File: config.mk
export PLATFORM = sky130hd
export DESIGN_NAME = background_scroller
export DESIGN_NICKNAME = d
export VERILOG_FILES = /design/src/rtl/background_scroller.sv
export SDC_FILE = /design/constraint.sdc
export NUM_CORES = 1
export LEC_CHECK = 0
export CAP_MARGIN = 20
export CORE_ASPECT_RATIO = 1.2
export CORE_MARGIN = 3
export CORE_UTILIZATION = 55
export DETAILED_ROUTE_END_ITERATION = 6
export PLACE_DENSITY = 0.76
export SKIP_LAST_GASP = 1
export SLEW_MARGIN = 20
export SYNTH_ARGS = -nofsm -noshare
export SYNTH_HDL_FRONTEND = slang
export SYNTH_SLANG_ARGS = --single-unit
File: constraint.sdc
create_clock -name vga_clk -period 15.8 [get_ports vga_clk]
set_input_delay 3.95 -clock vga_clk [delete_from_list [all_inputs] [get_ports vga_clk]]
set_output_delay 3.95 -clock vga_clk [all_outputs]
set_load 0.05 [all_outputs]
File: src/rtl/background_scroller.sv
// Background renderer: maps the VGA beam onto a scaled indexed-colour image held
// in an external ROM and pans horizontally between rooms, one step per frame.
module background_scroller #(
   parameter  int IMG_W       = 200,
   parameter  int IMG_H       = 200,
   parameter  int SCREEN_W    = 640,
   parameter  int SCREEN_H    = 480,
   parameter  int NUM_BG      = 4,
   parameter  int IDX_W       = 5,
   parameter  int ADDR_W      = 18,
   parameter  int SCROLL_STEP = 8,
   localparam int BG_W        = (NUM_BG > 1) ? $clog2(NUM_BG) : 1
) (
   input  logic              vga_clk,
   input  logic              reset_n,
   input  logic [9:0]        DrawX,
   input  logic [9:0]        DrawY,
   input  logic              blank,
   input  logic              bg_load,
   input  logic [BG_W-1:0]   bg_sel,
   input  logic              scroll_req,
   input  logic              scroll_dir,
   input  logic [BG_W-1:0]   next_bg,
   output logic [ADDR_W-1:0] rom_addr,
   input  logic [IDX_W-1:0]  rom_q,
   output logic [IDX_W-1:0]  pal_index,
   input  logic [3:0]        pal_red,
   input  logic [3:0]        pal_green,
   input  logic [3:0]        pal_blue,
   output logic [3:0]        red,
   output logic [3:0]        green,
   output logic [3:0]        blue,
   output logic              scroll_busy,
   output logic              scroll_done
);

   localparam int          OFF_W    = $clog2(SCREEN_W + 1);
   localparam logic [31:0] SW32     = 32'(SCREEN_W);
   localparam logic [31:0] SH32     = 32'(SCREEN_H);
   localparam logic [31:0] IW32     = 32'(IMG_W);
   localparam logic [31:0] IH32     = 32'(IMG_H);
   localparam logic [31:0] IMG_SZ32 = 32'(IMG_W * IMG_H);
   localparam logic [31:0] STEP32   = 32'(SCROLL_STEP);

   typedef enum logic [1:0] {S_IDLE, S_SCROLL, S_DONE} state_t;

   state_t            state, state_d;
   logic [BG_W-1:0]   cur_bg, cur_bg_d;
   logic [BG_W-1:0]   nxt, nxt_d;
   logic [BG_W-1:0]   pend_bg, pend_bg_d;
   logic              pend_vld, pend_vld_d;
   logic              dir, dir_d;
   logic [OFF_W-1:0]  offset, offset_d;
   logic              frame_tick;
   logic [31:0]       step_sum;

   logic [31:0]       x32, y32, off32, px32, sx32, sy32, img32;
   logic              use_nxt;
   logic [ADDR_W-1:0] addr_d;
   logic              blank_d1, blank_d2;

   // First line of vertical blanking: all pan state changes happen here only.
   assign frame_tick = (DrawX == 10'd0) && (32'(DrawY) == SH32);

   // NOTE: every variable gets a default before the case so no path leaves one
   // unassigned; otherwise synthesis infers a latch to hold the old value.
   always_comb begin
      state_d     = state;
      cur_bg_d    = cur_bg;
      nxt_d       = nxt;
      dir_d       = dir;
      offset_d    = offset;
      pend_bg_d   = pend_bg;
      pend_vld_d  = pend_vld;
      scroll_busy = 1'b0;
      scroll_done = 1'b0;
      step_sum    = 32'(offset) + STEP32;

      unique case (state)
         S_IDLE: begin
            if (scroll_req) begin
               // A scroll request overrides and cancels any queued jump.
               nxt_d      = next_bg;
               dir_d      = scroll_dir;
               pend_vld_d = 1'b0;
               state_d    = S_SCROLL;
            end else begin
               if (frame_tick && pend_vld) begin
                  cur_bg_d   = pend_bg;
                  pend_vld_d = 1'b0;
               end
               if (bg_load) begin
                  pend_bg_d  = bg_sel;
                  pend_vld_d = 1'b1;
               end
            end
         end
         S_SCROLL: begin
            scroll_busy = 1'b1;
            if (frame_tick) begin
               if (step_sum >= SW32) begin
                  cur_bg_d = nxt;
                  offset_d = '0;
                  state_d  = S_DONE;
               end else begin
                  offset_d = OFF_W'(step_sum);
               end
            end
         end
         S_DONE: begin
            scroll_done = 1'b1;
            state_d     = S_IDLE;
         end
         default: state_d = S_IDLE;
      endcase
   end

   // Beam-to-image mapping; constant division yields the exact floor.
   always_comb begin
      x32     = 32'(DrawX);
      y32     = 32'(DrawY);
      off32   = 32'(offset);
      use_nxt = 1'b0;
      px32    = '0;
      if (!dir) begin
         if (x32 + off32 < SW32) begin
            px32 = x32 + off32;
         end else begin
            use_nxt = 1'b1;
            px32    = x32 + off32 - SW32;
         end
      end else begin
         if (x32 >= off32) begin
            px32 = x32 - off32;
         end else begin
            use_nxt = 1'b1;
            px32    = x32 + SW32 - off32;
         end
      end
      sx32   = (px32 * IW32) / SW32;
      sy32   = (y32 * IH32) / SH32;
      img32  = use_nxt ? 32'(nxt) : 32'(cur_bg);
      addr_d = ADDR_W'(img32 * IMG_SZ32 + sy32 * IW32 + sx32);
   end

   assign pal_index = rom_q;

   // NOTE: clocked state uses non-blocking assignments so every register
   // samples pre-edge values, independent of statement order.
   always_ff @(posedge vga_clk or negedge reset_n) begin
      if (!reset_n) begin
         state    <= S_IDLE;
         cur_bg   <= '0;
         nxt      <= '0;
         dir      <= 1'b0;
         offset   <= '0;
         pend_bg  <= '0;
         pend_vld <= 1'b0;
         rom_addr <= '0;
         blank_d1 <= 1'b0;
         blank_d2 <= 1'b0;
         red      <= '0;
         green    <= '0;
         blue     <= '0;
      end else begin
         state    <= state_d;
         cur_bg   <= cur_bg_d;
         nxt      <= nxt_d;
         dir      <= dir_d;
         offset   <= offset_d;
         pend_bg  <= pend_bg_d;
         pend_vld <= pend_vld_d;
         rom_addr <= addr_d;
         blank_d1 <= blank;
         blank_d2 <= blank_d1;
         // Third blank stage is the colour register itself.
         red      <= blank_d2 ? pal_red   : 4'h0;
         green    <= blank_d2 ? pal_green : 4'h0;
         blue     <= blank_d2 ? pal_blue  : 4'h0;
      end
   end

endmodule

==> notes.md, run 1 <==
Implementation summary

The first global-routing pass estimated 43.2 mm of wire. The routed design shows a via density per instance of 6.11. Per the synthesis report, the dominant area consumer among library cells is sky130_fd_sc_hd__ha_1. For this design, the slowest cell found on the critical path is sky130_fd_sc_hd__fa_1.

The region available for standard cell placement spans 0.0178 mm^2. The cell count after placement is 1567. The most critical hold endpoint after final layout shows a slack of 345 ps.

The transition time recorded at the tightest slew-check pin is 892 ps. The cell with the most instances after synthesis is sky130_fd_sc_hd__ha_1. The final report lists the setup-violating endpoint count as 0. The number of storage elements in the synthesis netlist is 49.

The path type of the worst min-delay path is reg -> reg. The number of DRC violations after detailed routing is 0. The placer's final routability congestion estimate is 0.943. The stage logs contain a warning count of 62. After the first detailed-routing iteration, the DRC count stood at 590. 84 I/O pins were placed. The finished layout holds 1575 standard cells, fillers aside.

Ranking logic cells in the layout by count gives the top entries sky130_fd_sc_hd__ha_1 (159), sky130_fd_sc_hd__inv_1 (124), sky130_fd_sc_hd__nor2_1 (97). Warnings reported by Yosys during synthesis add up to 0. In the final report, the number of hold violations comes to 0.

Checking max transition, the worst relative margin is 40.1%. The dominant synthesized flop cell is sky130_fd_sc_hd__dfrtp_1.

Once routing completed, OpenROAD measured the worst setup slack at 751 ps. Of the cells placed in the final design, the portion with a size suffix greater than 1 is 8.71%.

In this run the number of H-tree levels came out at 2. From bottom edge to top edge, the die measures 155 um. The clock transition at the register clock pins on the worst setup and hold paths after CTS is 60 ps. The cell that appears most often on the critical path is sky130_fd_sc_hd__ha_1.

The OpenROAD report gives the critical path a data arrival time of 15260 ps. The standard cell area after detailed placement is 0.0113 mm^2. The die covers 0.0201 mm^2.

The finished cells cover 0.0116 mm^2. The remaining global-route overflow is 0. Entering global routing, the biggest net connects 50 pins.

After floorplanning, the core was divided into 53 placement rows. The largest incremental delay on the critical path is 520 ps. Looking at the clock tree report, the maximum root-to-sink buffer count equals 2. The commonest non-fill, non-tap cell in the layout is sky130_fd_sc_hd__ha_1. In the Yosys stats the netlist draws on 94 distinct library cells. TritonCTS built the clock tree.

The sequential area share after synthesis is 12.1%. The script reports the combined buffer and inverter count of the critical path as 6. The flow ran to the end, and the final reports show no timing, DRC or antenna violations. The width of the die is 130 um. The number of antenna-violating nets in the routed design is 0.

The count of maximum capacitance violations is 0. The share of flip-flops with an asynchronous set or reset is 100%. In the floorplan report the effective utilization is 56.9%. For this run, the post-layout net count is 1603. The number of detailed-route iterations in the first pass is 5. Pins over their slew limit in the final report were tallied at 0. The mean area per synthesized cell is 7.97 um^2. In this run the tool buffered the top-level ports with 73 buffer cells.

The post-route clock period utilization is 95.2%. The chip area estimate from yosys synthesis is 0.0102 mm^2. The mapped netlist covers 0.0102 mm^2.

The worst setup path is of the in -> reg kind. The number of CTS-inserted buffers is 5. The count of mapped cells out of synthesis is 1275. The number of synthesized flops with an enable pin is 0.

The final period demand of the worst path is 15050 ps. The highest clock rate this design can be run at is 66.5 MHz. The placement-stage worst setup slack is -154 ps. Setup repair after global routing could not meet its margin everywhere. The critical path's top delay family is AND-OR/OR-AND gates. Sorting the synthesized cells by how often they occur yields sky130_fd_sc_hd__ha_1 (162), sky130_fd_sc_hd__inv_1 (125), sky130_fd_sc_hd__nor2_1 (99). In this run the layout overhead on the synthesized area is reported as 14.2%. STA classifies the critical path endpoint as a flip-flop. The portion of synthesized cell area occupied by the leading cell type is 20.0%. The post-route utilization of the core is recorded as 65.0%. The root buffer cell is sky130_fd_sc_hd__clkbuf_16. The count of instantiated cells in the yosys netlist is 1275. The final layout reports a setup TNS of 0 ps. The number of antenna violations at the first check in global routing is 0. The startpoint type of the worst setup path is an input pin. The critical path maximum fanout is 12. Detailed placement ended at an HPWL of 20.9 mm.

0 antenna diodes ended up in the layout. STA puts the critical path data required time at 16010 ps. The number of global-route vias before repair is 9377. By area the synthesized netlist is led by sky130_fd_sc_hd__ha_1 (20%), sky130_fd_sc_hd__dfrtp_1 (12%), sky130_fd_sc_hd__fa_1 (7.7%), sky130_fd_sc_hd__xnor2_1 (5.3%), sky130_fd_sc_hd__inv_1 (4.6%).
-- run 1: cell families (layout without fill, tap and decap cells) --
kind of cell	after synthesis	in the layout	share of synthesized area, %
AND-OR/OR-AND	373	373	25.3
XOR/XNOR	92	92	8.01
adder cells (fa/ha/maj)	203	203	27.8
buffers and inverters	166	244	6.48
flip-flops	49	49	12.1
multiplexers	19	19	1.96
other	2	4	0.0739
AND/OR/NAND/NOR	371	371	18.3
-- run 1: metal layers --
metal	wire length (um)	track usage [%]	vias to the layer above
met2	12900	44.9	284
met1	11000	31.6	4506
met4	874	8.71	0
met5	0	0	-
met3	1170	1.79	57
li1	-	-	4771
-- run 1: repair_timing --
item                       4_1_cts  5_1_grt
hold buffers                     0        0
buffers inserted                 0        1
setup endpoints to repair        0        6
resized                          0       46
-- run 1: path summary, 6_finish.rpt --
path	from	end	slack (ps)	depth (start not counted)
max	DrawY[2]	rom_addr[17]	750	48
min	blank_d1	blank_d2	350	0
max reg2reg	offset[3]	rom_addr[16]	4320	48
min reg2reg	blank_d1	blank_d2	350	0
max in group asynchronous	reset_n	red[3]	11730	1
min in group asynchronous	reset_n	offset[4]	3670	1
-- run 1: final cells by class --
| type | instances | area, um^2 |
|---|---|---|
| well taps | 220 | 275 |
| fillers | 1524 | 6230 |
| repair buffers | 111 | 1010 |
| flip-flops and latches | 49 | 1230 |
| clock buffers | 6 | 139 |
| multi-input cells | 1062 | 8470 |
| clock inverters | 1 | 7.51 |
| inverters | 126 | 473 |
-- run 1: flip-flops by register name, indices dropped and copies added, names as in the netlist, 4 cells and up --
register  flops
offset        7
red           4
rom_addr     18
green         4
blue          4
==> run_1/met4.png <==
Supply wires on this layer in gray.
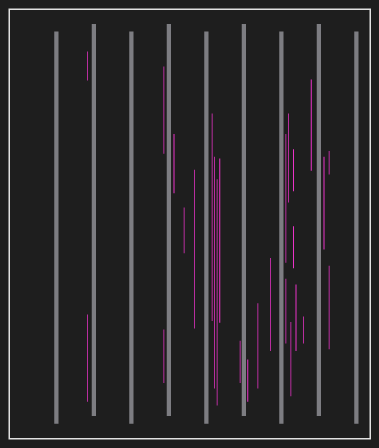
- share of all routed wire: 3.4%
- longest straight run: 83.6 um
- main direction: vertical
- wire length on this layer: 875 um
via count: 9618
sum of routed wire length over all layers: 25.9 mm

==> run_1/final_clocks.png <==
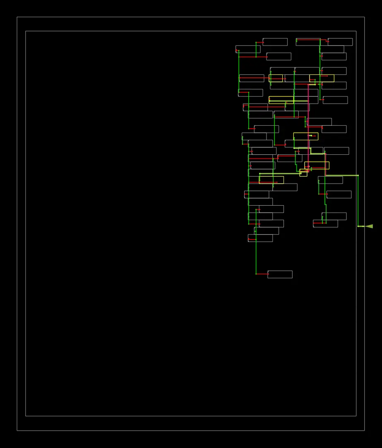
TritonCTS Sinks: 49
Clock Skews: 5.19 ps
clock latency on the worst-skew pair: 280 ps

==> run_1/zoom.png <==
The bar under the picture is 10 um long. Region (50, 62) to (80, 92) um. Cells in gray, sequential cells in the stronger gray; small squares are vias.
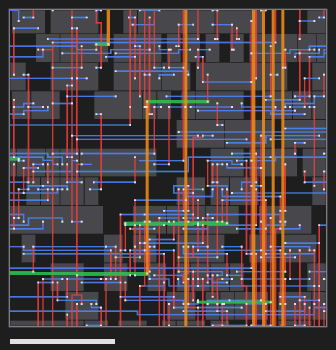
- red: met2
- green: met3
- orange: met4
- blue: met1
- sequential cells in the window: 0
- cells with their middle in the window: 73
- most frequent: ha_1 (13), inv_1 (11)

==> run_1/metal_stack.png <==
Two of the layers only.
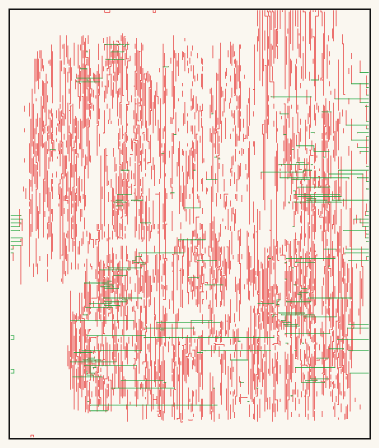
- red: met2 (wire length 12900 um)
- green: met3 (wire length 1170 um)
GRT Util Overall: 25.1%
average detailed-routed wire length per instance: 16.5 um

--- run 2 (diff from run 1) ---
==> constraint.sdc (replaced) <==
create_clock -name vga_clk -period 15.8 [get_ports vga_clk]
set_input_delay 3.95 -clock vga_clk [delete_from_list [all_inputs] [get_ports vga_clk]]
set_output_delay 3.95 -clock vga_clk [all_outputs]
set_load 0.1 [all_outputs]
==> notes.md, run 2 <==
Implementation summary

The number of top-level design ports is 84 (unchanged). The number of global-route vias before repair is 9377 (unchanged). The post-synthesis cell area was 0.0102 mm^2 (unchanged). The tally of yosys warning messages is 0 (unchanged). The post-route clock period utilization is 95.2% (unchanged). The cell area after layout is 0.0116 mm^2 (unchanged).

The final critical-path setup slack is 751 ps (unchanged). The full die area came to 0.0201 mm^2 (unchanged). The pin count of the biggest net entering global routing is 50 (unchanged). The library cell occupying the most area in the post-synthesis netlist is sky130_fd_sc_hd__ha_1.

The count of mapped cells out of synthesis came to 1275 (unchanged). The maximum root-to-sink buffer count is 2 (unchanged). Ranked by flip-flop count, first place goes to rom_addr. The number of pins with negative max-slew slack in the final report is 0 (unchanged). The final clock skew is 5.19 ps (unchanged). In the synthesized netlist, the dominant kind of combinational cell is adder cells. The relative max-transition margin is 32.6% (-7.4 points). The cell with the most instances after synthesis is sky130_fd_sc_hd__ha_1. The number of synthesized flops with an enable pin is 0 (unchanged). Setup repair after global routing could not meet its margin everywhere. The mux share of post-synthesis cell area is 1.96% (unchanged).

The core footprint is 0.0178 mm^2 (unchanged). The share of cells above drive strength 1 is 8.71% (unchanged).

The transition time at the pin with the least slew margin came to 1010 ps (+115 ps). The required time of the worst setup path is 16010 ps (about the same). The routed length per placed instance is 16.5 um (unchanged). The category of the critical setup timing path is in -> reg.

In the final layout, the registers with the most flip-flops are rom_addr: 18 flops, offset: 7 flops. The number of antenna violations at the first check in global routing is 0 (unchanged). The clock transition at the register clock pins on the worst setup and hold paths after CTS was 60 ps (about the same). Sorting the synthesized cells by area gives the leading types as sky130_fd_sc_hd__ha_1 (20%), sky130_fd_sc_hd__dfrtp_1 (12%), sky130_fd_sc_hd__fa_1 (7.7%), sky130_fd_sc_hd__xnor2_1 (5.3%), sky130_fd_sc_hd__inv_1 (4.6%).

The sequential area share after synthesis is 12.1% (unchanged). The most numerous cell type found on the critical path is sky130_fd_sc_hd__ha_1. The remaining global-route overflow is 0 (unchanged).

The OpenROAD warning count is 62 (unchanged). The final hold violation count is 0 (unchanged). The total routing usage reported by global routing is 25.1% (unchanged). Among all stages on the critical path, the largest delay is contributed by sky130_fd_sc_hd__fa_1. The chip height is 155 um (unchanged).

The dominant synthesized flop cell is sky130_fd_sc_hd__dfrtp_1. The number of flip-flops in the largest register is 18 (unchanged). The count of maximum capacitance violations is 0 (unchanged).

The final period demand of the worst path was 15050 ps (unchanged). The highest net fanout along the worst path is 12 (unchanged). The final number of setup-violating endpoints was 0 (unchanged). The chip area estimate from yosys synthesis came to 0.0102 mm^2 (unchanged).

The fraction of the mapped netlist area in adder cells came to 27.8% (unchanged). The clock net sink count is 49 (unchanged). The smallest hold slack is 345 ps (unchanged). TritonCTS built the clock tree. The area share of and-or/or-and cells after synthesis is 25.3% (unchanged). The count of input and output buffers was 73 (unchanged). The largest incremental delay on the critical path is 520 ps (about the same).

The final cell count without fillers is 1575 (unchanged). The final-layout setup total negative slack came to 0 ps (unchanged). By count the netlist is led by sky130_fd_sc_hd__ha_1 (162), sky130_fd_sc_hd__inv_1 (125), sky130_fd_sc_hd__nor2_1 (99). The share of flip-flops with an asynchronous set or reset is 100% (unchanged).

The flow ran to the end, and the final reports show no timing, DRC or antenna violations. The synthesized-area fraction occupied by xor and xnor cells is 8.01% (unchanged).

The count of fill cells added during filler insertion is 1524 (unchanged). The nature of the critical path endpoint is a flip-flop. The total number of vias was 9618 (unchanged). The count of antenna diodes in the layout is 0 (unchanged).

The overall routed net length was 25.9 mm (unchanged). The standard cell area after detailed placement is 0.0113 mm^2 (unchanged). The number of antenna-violating nets in the routed design came to 0 (unchanged). The placement-stage worst setup slack is -154 ps (unchanged).

The cell count after placement is 1567 (unchanged). The peak clock frequency supported by timing was 66.5 MHz (unchanged). The detailed router's first-iteration violation count is 590 (unchanged). The wire length of the first global-routing pass is 43.2 mm (unchanged). Checking hold timing, the worst path is listed with class reg -> reg.
-- run 2: cell counts after synthesis --
No cell type changed its count.
-- run 2: critical path: cells and delay by family --
kind,cells,cell delay [ps]
AOI/OAI and AO/OA,22,4990
adders and majority gates,11,3680
and+or+nand+nor,6,1150
buffers and inverters,6,930
xor gates and xnor gates,3,530
-- run 2: final timing paths --
kind,from,to,slack [ps],cells after the start
hold / removal,blank_d1,blank_d2,350,0
min in group asynchronous,reset_n,offset[4],3670,1
hold reg to reg,blank_d1,blank_d2,350,0
setup / recovery,DrawY[2],rom_addr[17],750,48
setup reg to reg,offset[3],rom_addr[16],4320,48
max in group asynchronous,reset_n,red[3],11730,1
-- run 2: metal layers --
metal,part of all wire [%],track usage [%],wire length [um]
met3,4.5,1.79,1170
met4,3.4,8.71,874
met2,50,44.9,12900
met5,0,0,0
met1,42,31.6,11000
-- run 2: timing repair --
item | CTS | global route
endpoints found under the setup margin | 0 | 6
hold endpoints to repair | 0 | 0
resized | 0 | 46
setup buffers | 0 | 1
-- run 2: area by class of cell --
type	instances	area [um^2]	share of cell area [%]
Inverter	126	473	4.08
Clock buffer	6	139	1.20
Tap cell	220	275	2.37
Multi-Input combinational cell	1062	8470	73.0
Sequential cell	49	1230	10.6
Clock inverter	1	7.51	0.0647
Timing Repair Buffer	111	1010	8.73
==> run_2/final_clocks.png <==
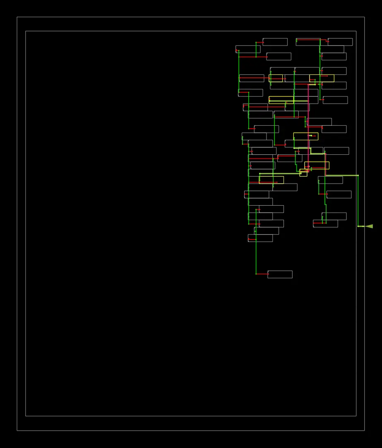
number of buffers inserted during clock tree synthesis: 5
final-layout clock buffer total: 6
count of flip-flops and latches: 49

==> run_2/met1.png <==
Supply wires on this layer in gray.
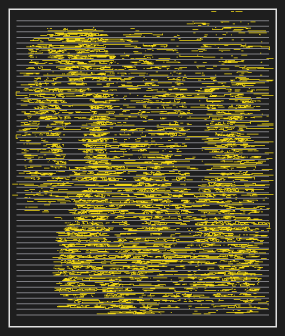
- longest straight run: 34.5 um
- share of all routed wire: 42%
- nets with wire on the layer: 1478
- main direction: horizontal
grt met1 use: 31.6%

